$ cat config.mk
export PLATFORM = sky130hd
export DESIGN_NAME = dmem_access_ctrl
export DESIGN_NICKNAME = d
export VERILOG_FILES = /design/src/rtl/dmem_access_ctrl.sv
export SDC_FILE = /design/constraint.sdc
export NUM_CORES = 1
export LEC_CHECK = 0
export CORE_MARGIN = 3
export CORE_UTILIZATION = 34
export CTS_BUF_LIST = sky130_fd_sc_hd__clkbuf_8
export DETAILED_ROUTE_END_ITERATION = 10
export GPL_TIMING_DRIVEN = 0
export PLACE_DENSITY_LB_ADDON = 0.1
export SLEW_MARGIN = 20
export SYNTH_ARGS = -nofsm -noshare
export SYNTH_HDL_FRONTEND = slang
export SYNTH_SLANG_ARGS = --single-unit
$ cat constraint.sdc
create_clock -name clk -period 4.2 [get_ports clk]
set_clock_uncertainty 0.2 [all_clocks]
set_input_delay 0.84 -clock clk [delete_from_list [all_inputs] [get_ports clk]]
set_output_delay 0.84 -clock clk [all_outputs]
set_load 0.01 [all_outputs]
$ cat src/rtl/dmem_access_ctrl.sv
// Data-memory access sequencer: decodes LDUR/STUR, runs the req/ack/rvalid handshake
// and stalls the pipeline until the access retires. Optional timeout: MEMCTRL_TIMEOUT_EN.
module dmem_access_ctrl #(
    parameter int DATA_W         = 64,
    parameter int TIMEOUT_CYCLES = 16
) (
    input  logic              clk,
    input  logic              reset,
    input  logic [31:0]       instr,
    input  logic              instr_valid,
    output logic              mem_req,
    output logic              mem_we,
    input  logic              mem_ack,
    input  logic              mem_rvalid,
    input  logic [DATA_W-1:0] mem_rdata,
    output logic [DATA_W-1:0] rdata_q,
    output logic              stall,
    output logic              wb_en,
    output logic              busy,
    output logic              err
);

    // Handshake: mem_req/mem_we come straight from the registered REQ state and hold
    // until the cycle mem_ack is seen; mem_rvalid counts only in REQ (after ack) or WAIT.
    typedef enum logic [1:0] {IDLE, REQ, WAIT, DONE} state_t;

    localparam logic [10:0] OP_LDUR = 11'b111_1100_0010;
    localparam logic [10:0] OP_STUR = 11'b111_1100_0000;

    state_t state, state_nxt;
    logic   is_load, is_mem;
    logic   is_load_q, aborted_q;
    logic   capture, abort, timeout, start;
    logic   unused_bits;

    assign is_load     = (instr[31:21] == OP_LDUR);
    assign is_mem      = is_load || (instr[31:21] == OP_STUR);
    assign start       = (state == IDLE) && (state_nxt == REQ);
    assign unused_bits = ^{instr[20:0], TIMEOUT_CYCLES != 0};

    always_comb begin
        state_nxt = state;
        capture   = 1'b0;
        abort     = 1'b0;
        case (state)
            IDLE: if (instr_valid && is_mem) state_nxt = REQ;
            REQ: begin
                if (mem_ack && (!is_load_q || mem_rvalid)) begin
                    capture   = is_load_q;
                    state_nxt = DONE;
                end else if (timeout) begin
                    abort     = 1'b1;
                    state_nxt = DONE;
                end else if (mem_ack) begin
                    state_nxt = WAIT;
                end
            end
            WAIT: begin
                if (mem_rvalid) begin
                    capture   = 1'b1;
                    state_nxt = DONE;
                end else if (timeout) begin
                    abort     = 1'b1;
                    state_nxt = DONE;
                end
            end
            DONE: state_nxt = IDLE;
            default: state_nxt = IDLE;
        endcase
    end

    always_ff @(posedge clk) begin
        if (!reset) begin
            state     <= IDLE;
            is_load_q <= 1'b0;
            aborted_q <= 1'b0;
            rdata_q   <= '0;
        end else begin
            state <= state_nxt;
            if (start) begin
                is_load_q <= is_load;
                aborted_q <= 1'b0;
            end
            if (abort)   aborted_q <= 1'b1;
            if (capture) rdata_q   <= mem_rdata;
        end
    end

`ifdef MEMCTRL_TIMEOUT_EN
    localparam int CNT_W = $clog2(TIMEOUT_CYCLES + 1);
    logic [CNT_W-1:0] tmo_cnt;
    logic             err_q;

    // Counter value is the number of REQ/WAIT cycles already spent before this one.
    assign timeout = ((state == REQ) || (state == WAIT)) &&
                     (tmo_cnt == CNT_W'(TIMEOUT_CYCLES - 1));
    assign err     = err_q;

    always_ff @(posedge clk) begin
        if (!reset) begin
            tmo_cnt <= '0;
            err_q   <= 1'b0;
        end else begin
            if (start)
                tmo_cnt <= '0;
            else if ((state == REQ) || (state == WAIT))
                tmo_cnt <= tmo_cnt + 1'b1;
            if (abort) err_q <= 1'b1;
        end
    end
`else
    assign timeout = 1'b0;
    assign err     = 1'b0;
`endif

    assign mem_req = (state == REQ);
    assign mem_we  = mem_req && !is_load_q;
    assign stall   = ((state == IDLE) && instr_valid && is_mem) ||
                     (state == REQ) || (state == WAIT);
    assign wb_en   = (state == DONE) && is_load_q && !aborted_q;
    assign busy    = (state != IDLE);

endmodule

Figure 1. Sizing map.
The bar under the picture is 20 um long.
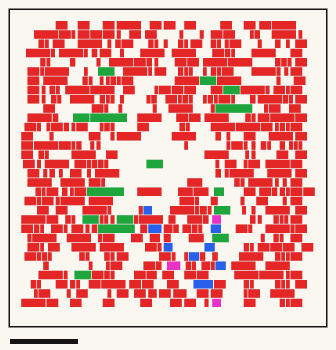
Key: magenta = _3 and _4 cells [cells 3, share 0.61%]; red = _0 and _1 cells [cells 463, share 95%]; green = _6 and larger [cells 15, share 3.1%]; blue = _2 cells [cells 8, share 1.6%]

Figure 2. Ports around the boundary.
The bar under the picture is 20 um long. Pins as bars across the die edge, other pins in grey.
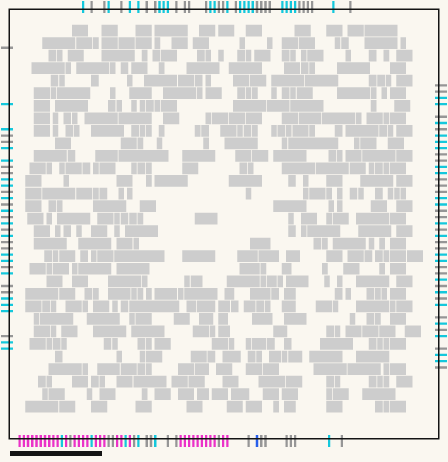
Key: cyan = `mem_rdata` [pins 64, direction input, edge 21 right, 19 top, 18 left, 6 bottom]; blue = `stall` [pins 1, direction output, edge bottom]; magenta = `instr` [pins 32, direction input, edge bottom]
All pins by edge: 55 bottom, 43 right, 40 top, 33 left.
Die Ht: 92.9 um
PortBufs: 148
Die Width: 92.9 um

Figure 3. Placed standard cells.
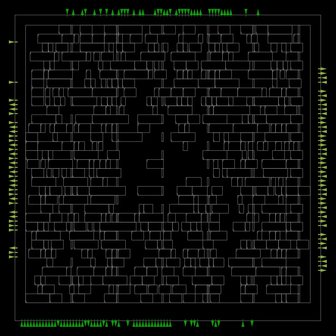
FP Rows: 31
end-of-flow core utilization: 60.8%
Fill cells: 668
Cell Count, Final, Fillers Out: 588
Seq/total area: 30.2%

Figure 4. M3 wires.
The bar under the picture is 20 um long.
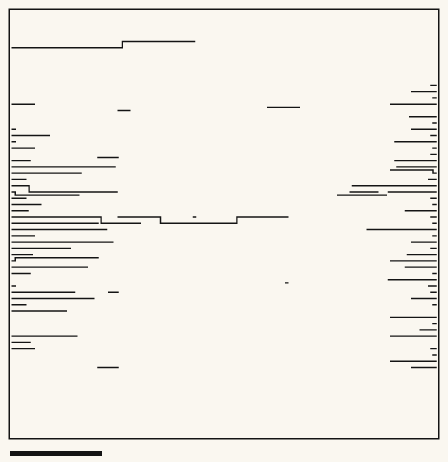
79 nets have wire on it. The layer carries 669 um of wire. The longest straight run is 23.9 um. The layer holds 9.2% of the routed length.
DRT Wirelength: 7290 um
vias post-DR: 2,648
met3 Use GR: 6.82%

Figure 5. Metal layers overlaid.
The bar under the picture is 20 um long.
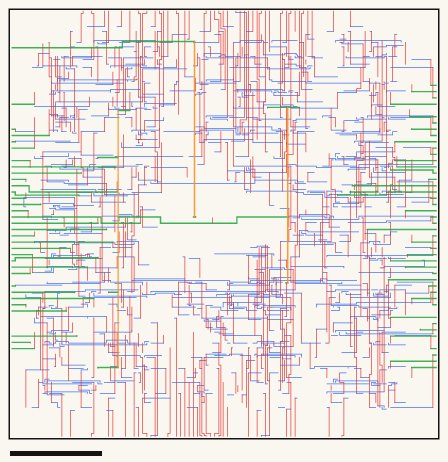
Key: green = metal 3 [wire length 669 um]; red = metal 2 [wire length 3,440 um]; blue = metal 1 [wire length 3,050 um]; orange = metal 4 [wire length 132 um]

==> changes_impl.md <==
### Metrics

- Hold-fix buffers, CTS: 0
- Post-synth seq share: 52.3%
- Post-synthesis instance area: ~2600 um2
- N_taps: 99
- Non-Clock Buffer Count: approximately 170
- Top-area cell share: around 52%
- Yosys adder share: around 2.9%
- Hold path depth: 2
- Area leader, netlist: dfxtp_1
- Asr flop ratio synth: 0%
- Number of enable flip-flop cells: 0
- Max Cap Viol: 0
- Status: finished clean
- Die area: 8620 um2
- Fin Hold WS: 0.252 ns
- Top cells by count: nand2_1 (131), dfxtp_1 (67), a21oi_1 (65), clkbuf_1 (16), ha_1 (6)
- Invs w/o clock: 5
- CP max-delay cell: clkdlybuf4s50_1
- Routed vias/inst: around 4.5
- Leading cell kind: buffers
- HPWL Detailed: 5400 um
- Ys flop type: dfxtp_1
- Post-synth regs: around 67
- Yosys cell types: 32
- Core area: 7290 um2
- Logic cell area: between 1000 and 1500 um2
- Type of the worst setup path: in2out
- Routability cong.: 0.717
- Critical Path Most Common Cell: clkdlybuf4s50_1
- Clock root cell: clkbuf_8
- Vias in the first global route: 2,453
- Detailed Route Iter0 Violations: 84
- First-pass GRT wire length: approximately 12,000 um
- Setup TNS: 0 ns
- Post-CTS Setup Repair Bufs: 0
- CP arrival: 2.89 ns
- Clock Path Buffers: 2
- Simple-Gate Fraction of Synth Area: between 20% and 30%
- Dominant comb cell: simple AND/OR/NAND/NOR gates
- GR Overflow Total: 0
- Register area: 1340 um2
- Initial antenna violation count: 0
- Critical Path Max Stage Delay: between 0.5 and 0.6 ns
- FF-to-FF End: rdata_q[40]$_SDFFE_PN0P_
- Cell with the most instances after synthesis: nand2_1
- Area Overhead vs Synth: 72.9%
- Compound Share, Synth: 16.2%
- Finished Cell Area: 4430 um2
- Peak supply drop: 251 uV
- Tool warnings: approximately 52
- Late-Pin Clk Latency: ~0.34 ns
- Cycle use final: between 90% and 100%
- # clock sinks: 67
- Final net count: between 500 and 600
- Setup ws final: 0.273 ns
- Worst reg2reg path depth: 8
- DRC Markers: 0
- FMAX: approximately 250 MHz
- Combinational share of cell area: 25.1%
- NonClk Buf Share: 35.5%
- Crit end category: output port
- IO Pins: 171
- Hold Startpoint: rdata_q[43]$_SDFFE_PN0P_
- Flip-flops: roughly 67
- Largest net degree at the start of global routing: 13
- Dpl cells: 572
- Share of layout cells above drive strength 1: under 10%
- Worst-path fanout max: 2
- Ys cells: 325
- First-pass iteration count of the detailed router: 4
- Worst slack at placement: 0.259 ns
- Power per cell area: roughly 390 nW/um2
- Synth area leaders: dfxtp_1 (52%), nand2_1 (19%), a21oi_1 (13%), ha_1 (2.9%), clkbuf_1 (2.3%)
- Worst hold endpoint: rdata_q[43]$_SDFFE_PN0P_
- Final setup viols: 0
- Synth Instances: about 330
- Critical Path RT: 3.16 ns
-- sequential cells by signal, summed over array words and instances (netlist names) --
name and flops:
is_load_q 1, rdata_q 64, state 2
-- cells by family (layout without fill, tap and decap cells) --
logic type / count (synthesis) / count (layout)
AND/OR/NAND/NOR: 149 / 149
adder cells (fa/ha/maj): 6 / 6
other: 1 / 1
AND-OR/OR-AND: 76 / 76
flip-flops: 67 / 67
buffers and inverters: 26 / 190
-- routing by layer --
layer | part of all wire [%] | routed length [um] | GRT usage [%] | up-vias
li1 | - | - | - | 1374
met1 | 42 | 3050 | 19.2 | 1175
met2 | 47 | 3440 | 27.4 | 89
met3 | 9.2 | 668 | 6.82 | 10
met4 | 1.8 | 131 | 7.69 | 0
met5 | 0 | 0 | 0 | -
-- worst max-delay path by stage --
stage / start / end / cells after the start
floorplan: instr[26] / stall / 3
global placement: instr[27] / stall / 5
detailed placement: instr[27] / stall / 5
CTS: instr[27] / stall / 5
global route: instr[27] / stall / 5
finish: instr[27] / stall / 5
-- placed cells by master, fill, tap and decap left out, types with 2 or more instances in the layout --
master           count
clkdlybuf4s50_1    148
nand2_1            131
dfxtp_1             67
a21oi_1             65
clkbuf_1            16
clkbuf_8            10
inv_1                6
ha_1                 6
bufinv_16            4
o21ai_0              3
buf_1                3
and2b_2              2
nor2_1               2
and3_1               2
o21a_1               2
nor3_1               2
-- critical path: cells and delay by family --
kind / cells / cell delay, ns
buf+inv: 2 / 1.01
simple gates: 2 / 0.85
compound gates: 1 / 0.18
-- report_power, final --
group | switching [mW] | total, mW | internal (mW)
Combinational | 0.158 | 0.363 | 0.205
Sequential | 0.0150 | 0.671 | 0.656
Clock | 0.251 | 0.706 | 0.454
Total | 0.424 | 1.74 | 1.32
No activity file was given, so power comes from the tool's default toggle rates.
